<file path="config.mk">
export PLATFORM = sky130hd
export DESIGN_NAME = serial_addsub5
export DESIGN_NICKNAME = d
export VERILOG_FILES = /design/src/rtl/serial_addsub5.sv
export SDC_FILE = /design/constraint.sdc
export NUM_CORES = 1
export LEC_CHECK = 0
export CAP_MARGIN = 20
export CORE_MARGIN = 2
export CORE_UTILIZATION = 53
export DETAILED_ROUTE_END_ITERATION = 16
export GPL_ROUTABILITY_DRIVEN = 0
export PLACE_DENSITY = 0.81
export SYNTH_ARGS = -nofsm -noshare
export SYNTH_HDL_FRONTEND = slang
export SYNTH_SLANG_ARGS = --single-unit
export TNS_END_PERCENT = 100
</file>
<file path="constraint.sdc">
create_clock -name clk -period 2.2 [get_ports clk]
set_input_delay 0.22 -clock clk [delete_from_list [all_inputs] [get_ports clk]]
set_output_delay 0.22 -clock clk [all_outputs]
set_load 0.05 [all_outputs]
</file>
<file path="src/rtl/serial_addsub5.sv">
// serial_addsub5: bit-serial WIDTH-bit two's-complement add/subtract using one full-adder slice,
// with a start/busy/done handshake; one op every WIDTH+1 cycles.
module serial_addsub5 #(
    parameter int WIDTH = 5
) (
    input  logic             clk,
    input  logic             reset_n,
    input  logic             start,
    input  logic [WIDTH-1:0] in_a,
    input  logic [WIDTH-1:0] in_b,
    input  logic             in_c,
    output logic             busy,
    output logic             done,
    output logic [WIDTH-1:0] out_s,
    output logic             out_c,
    output logic             out_v
);
    localparam int CW = $clog2(WIDTH);
    localparam logic [1:0] IDLE = 2'd0;
    localparam logic [1:0] RUN  = 2'd1;
    localparam logic [1:0] DONE = 2'd2;
    localparam logic [CW-1:0] LAST = CW'(WIDTH - 1);

    logic [1:0]       state;
    logic [WIDTH-1:0] a_sr;
    logic [WIDTH-1:0] b_sr;
    logic [CW-1:0]    count;
    logic             carry;
    logic             sum;
    logic             cout;
    logic             accept;

    assign busy   = state == RUN;
    assign done   = state == DONE;
    assign accept = start && state != RUN;
    assign sum    = a_sr[0] ^ b_sr[0] ^ carry;
    assign cout   = (a_sr[0] & b_sr[0]) | (carry & (a_sr[0] ^ b_sr[0]));

    // Sum bits shift into the MSB of the A register as A drains, so after WIDTH
    // steps it holds the finished result.
    always_ff @(posedge clk or negedge reset_n) begin
        if (!reset_n) begin
            state <= IDLE;
            a_sr  <= '0;
            b_sr  <= '0;
            count <= '0;
            carry <= 1'b0;
            out_s <= '0;
            out_c <= 1'b0;
            out_v <= 1'b0;
        end else if (accept) begin
            a_sr  <= in_a;
            b_sr  <= in_b ^ {WIDTH{in_c}};
            carry <= in_c;
            count <= '0;
            state <= RUN;
        end else if (state == RUN) begin
            a_sr  <= {sum, a_sr[WIDTH-1:1]};
            b_sr  <= {1'b0, b_sr[WIDTH-1:1]};
            carry <= cout;
            count <= count + 1'b1;
            if (count == LAST) begin
                out_s <= {sum, a_sr[WIDTH-1:1]};
                out_c <= cout;
                out_v <= carry ^ cout;
                state <= DONE;
            end
        end else begin
            state <= IDLE;
        end
    end
endmodule

</file>
==> run_1/class_map.png <==
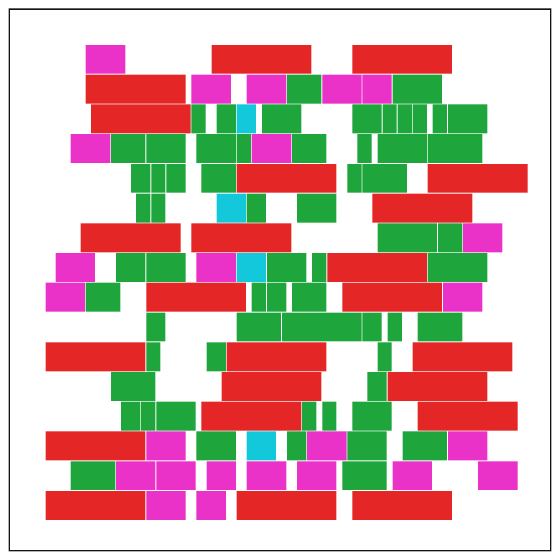
class	color	cells
sequential cells	red	23
remaining buffers and delay cells	magenta	24
remaining logic cells	green	63
clock drivers and dummy loads	cyan	4
Core ar.: 1962 sq um
final non-filler cell area: 1348 sq um
row count: 16

==> run_1/ff_map.png <==
Scale bar: 10 microns. Other sequential cells in the stronger gray, the rest of the logic in the fainter gray.
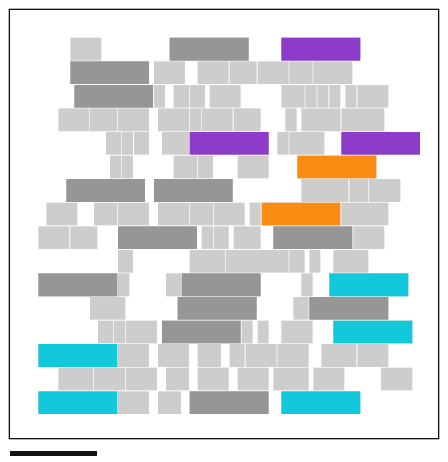
signal	color	placed flops
`out_s`	cyan	5
`state`	orange	2
`count`	purple	3
not colored	13
FF/Latch Area: 575.6 sq um
Seq/total area: 42.71%
fin util: 68.69%
Sequential Power: 734 uW

==> run_1/congestion_map.png <==
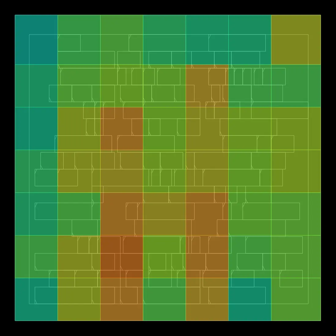
met3 Use GR: 2.761%
met1 global-route usage: 19.07%
grt peak-use layer: met2

==> impl_metrics.json, run 1 <==
{
  "outcome": "finished, final reports clean",
  "ys_chip_area_sq_um": 1092,
  "switching_share_pct": 42.53,
  "met2_usage_pct": 31.08,
  "r2r-end": "count[2]",
  "whs_ns": 0.2385,
  "maxCapViolCount": 0,
  "cts_sinks": 23,
  "ys_sh_adder_pct": 4.124,
  "synthArstFlopShare_pct": 100.0,
  "critPathSlowestCell": "clkdlybuf4s50_1",
  "place_ws_ns": 0.6653,
  "first_global_vias": 761,
  "maxSlewViolCount": 0,
  "arrival_ns": 1.65,
  "ios": 23,
  "p_seq_share_pct": 39.7,
  "die_y_microns": 49.40,
  "combGateArea_sq_um": 466.7,
  "hold_path.class": "in2async",
  "p_comb_uw": 919,
  "grt_pass1_wl_mm": 3.160,
  "fill_cells": 170,
  "top_cells_by_count": "dfrtp_1 (23), nand2_1 (13), mux2i_1 (11), o21ai_0 (11), mux2_2 (7)",
  "ys_sh_simple_pct": 8.706,
  "stdcell_count": 141,
  "finalSetupTns_ns": 0,
  "wirelength_met1_microns": 800,
  "yosys.area.top_type": "dfrtp_1",
  "cts_tree": "yes",
  "p_per_area_nw_per_um2": 1371,
  "clockPowerShare_pct": 10.5,
  "grt_setup_unrepaired": "false",
  "finalPower_uw": 1848,
  "end_kind": "output pin",
  "cp.depth": 2,
  "rr_startpoint": "state[0]",
  "syn_inst": 92,
  "maxSlewHeadroom_pct": 64.32,
  "critical_path_buf_inv_count": 1,
  "ys.flops": 23,
  "grt_max_degree": 29,
  "cts_hold_buf": 0,
  "lay_top_cells": "dfrtp_1 (23), clkdlybuf4s50_1 (21), nand2_1 (13)",
  "wl_met2_microns": 890,
  "edf_count": 0,
  "drc": 0,
  "slowest_delay_ns": 0.80,
  "largestRegisters": "a_sr: 5 flops, b_sr: 5 flops, out_s: 5 flops",
  "power_top_consumer": "combinational logic",
  "critPathLaunch": "state[1]",
  "worstMarginPinSlew_ns": 0.5340,
  "ir_drop_uv": 1034,
  "top_area_share_pct": 52.69,
  "final_common_cell": "dfrtp_1",
  "num_vias": 708,
  "ys_sh_aoi_pct": 6.415,
  "nets": 132,
  "yosys_warnings": 0,
  "gr-total-overflow": 0,
  "avgRoutedWirePerCell_microns": 12.50,
  "ys_seq_share_pct": 52.69,
  "path_clk_slew_ns": 0.13,
  "critPathCapture": "done",
  "ff2ff_setup_slack_ns": 0.76,
  "fp_util_pct": 55.68,
  "synth_cell_types": 20,
  "final-hold-violation-count": 0,
  "critPathMaxFanout": 3,
  "n_antenna_cell": 0,
  "dieArea_sq_um": 2440,
  "buffers_excl_clock": 24,
  "dp.cells": 137,
  "syn2layout_area_growth_pct": 23.37,
  "worstSetupPathType": "reg2out",
  "ant_nets": 0,
  "setup_ws_ns": 0.3262,
  "nonClkBufAreaFrac_pct": 17.27,
  "fin_crit_sh_pct": 85.17,
  "critical-path-top-delay-family": "buffers and inverters",
  "initialDrtViolationCount": 5
}
## Run 2: what changed since run 1
--- a/config.mk
+++ b/config.mk
@@ -6,8 +6,11 @@
 export NUM_CORES = 1
 export LEC_CHECK = 0
 export CAP_MARGIN = 20
+export CELL_PAD_IN_SITES_DETAIL_PLACEMENT = 1
+export CELL_PAD_IN_SITES_GLOBAL_PLACEMENT = 1
 export CORE_MARGIN = 2
-export CORE_UTILIZATION = 53
+export CORE_UTILIZATION = 42
+export CTS_CLUSTER_SIZE = 24
 export DETAILED_ROUTE_END_ITERATION = 16
 export GPL_ROUTABILITY_DRIVEN = 0
 export PLACE_DENSITY = 0.81
==> run 2 against run 1 <==
Against the previous run: synthesized area stayed put; largest cell class unchanged; via count is 3.5% higher; core utilization is 14 points lower; synthesized cell count stayed put; worst setup slack worse by 0.036 ns; combinational power is 3.6% higher; flip-flop count stayed put; clock power is 4% higher.
==> impl_metrics.json, run 2 <==
{
  "power_top_consumer": "combinational logic",
  "clockPowerShare_pct": 10.6,
  "dieArea_sq_um": 3024,
  "cts_tree": "yes",
  "crit_chain": "nor2b_1, clkdlybuf4s50_1",
  "largestRegisters": "a_sr: 5 flops, b_sr: 5 flops, out_s: 5 flops",
  "p_seq_uw": 741,
  "stdcell_count": 145,
  "p_per_area_nw_per_um2": 1395,
  "dp.cells": 141,
  "grt_pass1_wl_mm": 3.608,
  "vias_per_cell": 5.055,
  "rows": 18,
  "switching_share_pct": 42.99,
  "finalPower_uw": 1894,
  "maxSlewHeadroom_pct": 65.66,
  "gr-total-overflow": 0,
  "combPwrFrac_pct": 50.2,
  "final_area_sq_um": 1358,
  "ys_sh_adder_pct": 4.124,
  "grt_use_met3_pct": 6.183,
  "p_switching_uw": 814.5,
  "place_ws_ns": 0.6328,
  "slowest_delay_ns": 0.80,
  "ant_nets": 0,
  "top_usage_layer": "met2",
  "worstSetupPathType": "reg2out",
  "finalSetupTns_ns": 0,
  "yosys.area.top_type": "dfrtp_1",
  "syn2layout_area_growth_pct": 24.28,
  "ios": 23,
  "critPathMaxFanout": 3,
  "met2_usage_pct": 29.76,
  "setup_ws_ns": 0.2904,
  "grt_max_degree": 24,
  "hold_path.class": "in2async",
  "first_global_vias": 798,
  "critPathSlowestCell": "clkdlybuf4s50_1",
  "ys_sh_simple_pct": 8.706,
  "cts_sinks": 23,
  "r2r-end": "out_s[4]",
  "initialDrtViolationCount": 4,
  "fp_util_pct": 44.09,
  "outcome": "finished, final reports clean",
  "use_met1_pct": 20.48,
  "cts_hold_buf": 0,
  "combGateArea_sq_um": 466.7,
  "fin_crit_sh_pct": 86.80,
  "p_comb_uw": 952,
  "path_clk_slew_ns": 0.13,
  "ys_seq_share_pct": 52.69,
  "worstMarginPinSlew_ns": 0.5136,
  "critPathLaunch": "state[1]",
  "whs_ns": 0.2504,
  "maxSlewViolCount": 0,
  "fin_util_pct": 54.80,
  "cp.depth": 2,
  "critical-path-top-delay-family": "buffers and inverters",
  "nets": 133,
  "end_kind": "output pin",
  "ir_drop_uv": 871.4,
  "yosys_warnings": 0,
  "rr_startpoint": "count[0]",
  "ys_sh_aoi_pct": 6.415,
  "maxCapViolCount": 0,
  "p_seq_share_pct": 39.1,
  "syn_inst": 92,
  "nonClkBufAreaFrac_pct": 17.70,
  "top_cells_by_count": "dfrtp_1 (23), nand2_1 (13), mux2i_1 (11), o21ai_0 (11), mux2_2 (7)",
  "wirelength_met1_microns": 908,
  "critPathCapture": "done",
  "edf_count": 0,
  "synthArstFlopShare_pct": 100.0,
  "final_common_cell": "dfrtp_1",
  "wl_met2_mm": 1.022,
  "core_area_sq_um": 2477,
  "lay_top_cells": "dfrtp_1 (23), clkdlybuf4s50_1 (21), nand2_1 (13)",
  "seq_share_pct": 42.40,
  "ys.flops": 23,
  "critical_path_buf_inv_count": 1,
  "final-hold-violation-count": 0,
  "buffers_excl_clock": 25,
  "fill_cells": 281,
  "avgRoutedWirePerCell_microns": 14.13,
  "grt_setup_unrepaired": "false",
  "n_antenna_cell": 0,
  "seqCellArea_sq_um": 575.6,
  "inverters": 3,
  "top_layer": "met4",
  "warning_count": 27,
  "die_y_microns": 55.00,
  "drc": 0
}
==> run_2/route_heat.png <==
Scale bar: 20 microns. The die is cut into 11 by 11 equal tiles; dark blue is low, red is high, scaled to the fullest tile. Values are wire area over tile area, all layers added.
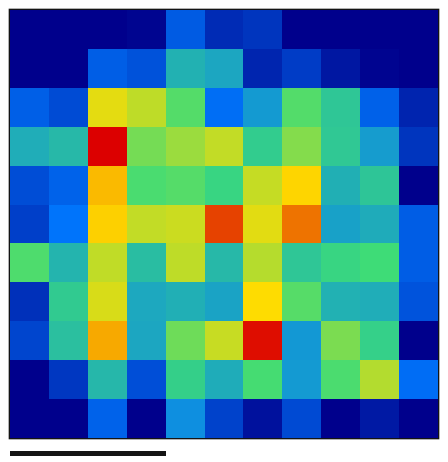
mean over tiles	0.11
emptiest ninth of the die	upper right
tiles over half the peak	30%
via count: 733
Tot GR Track Use: 17.13%

Power and IR drop assume default switching activity.
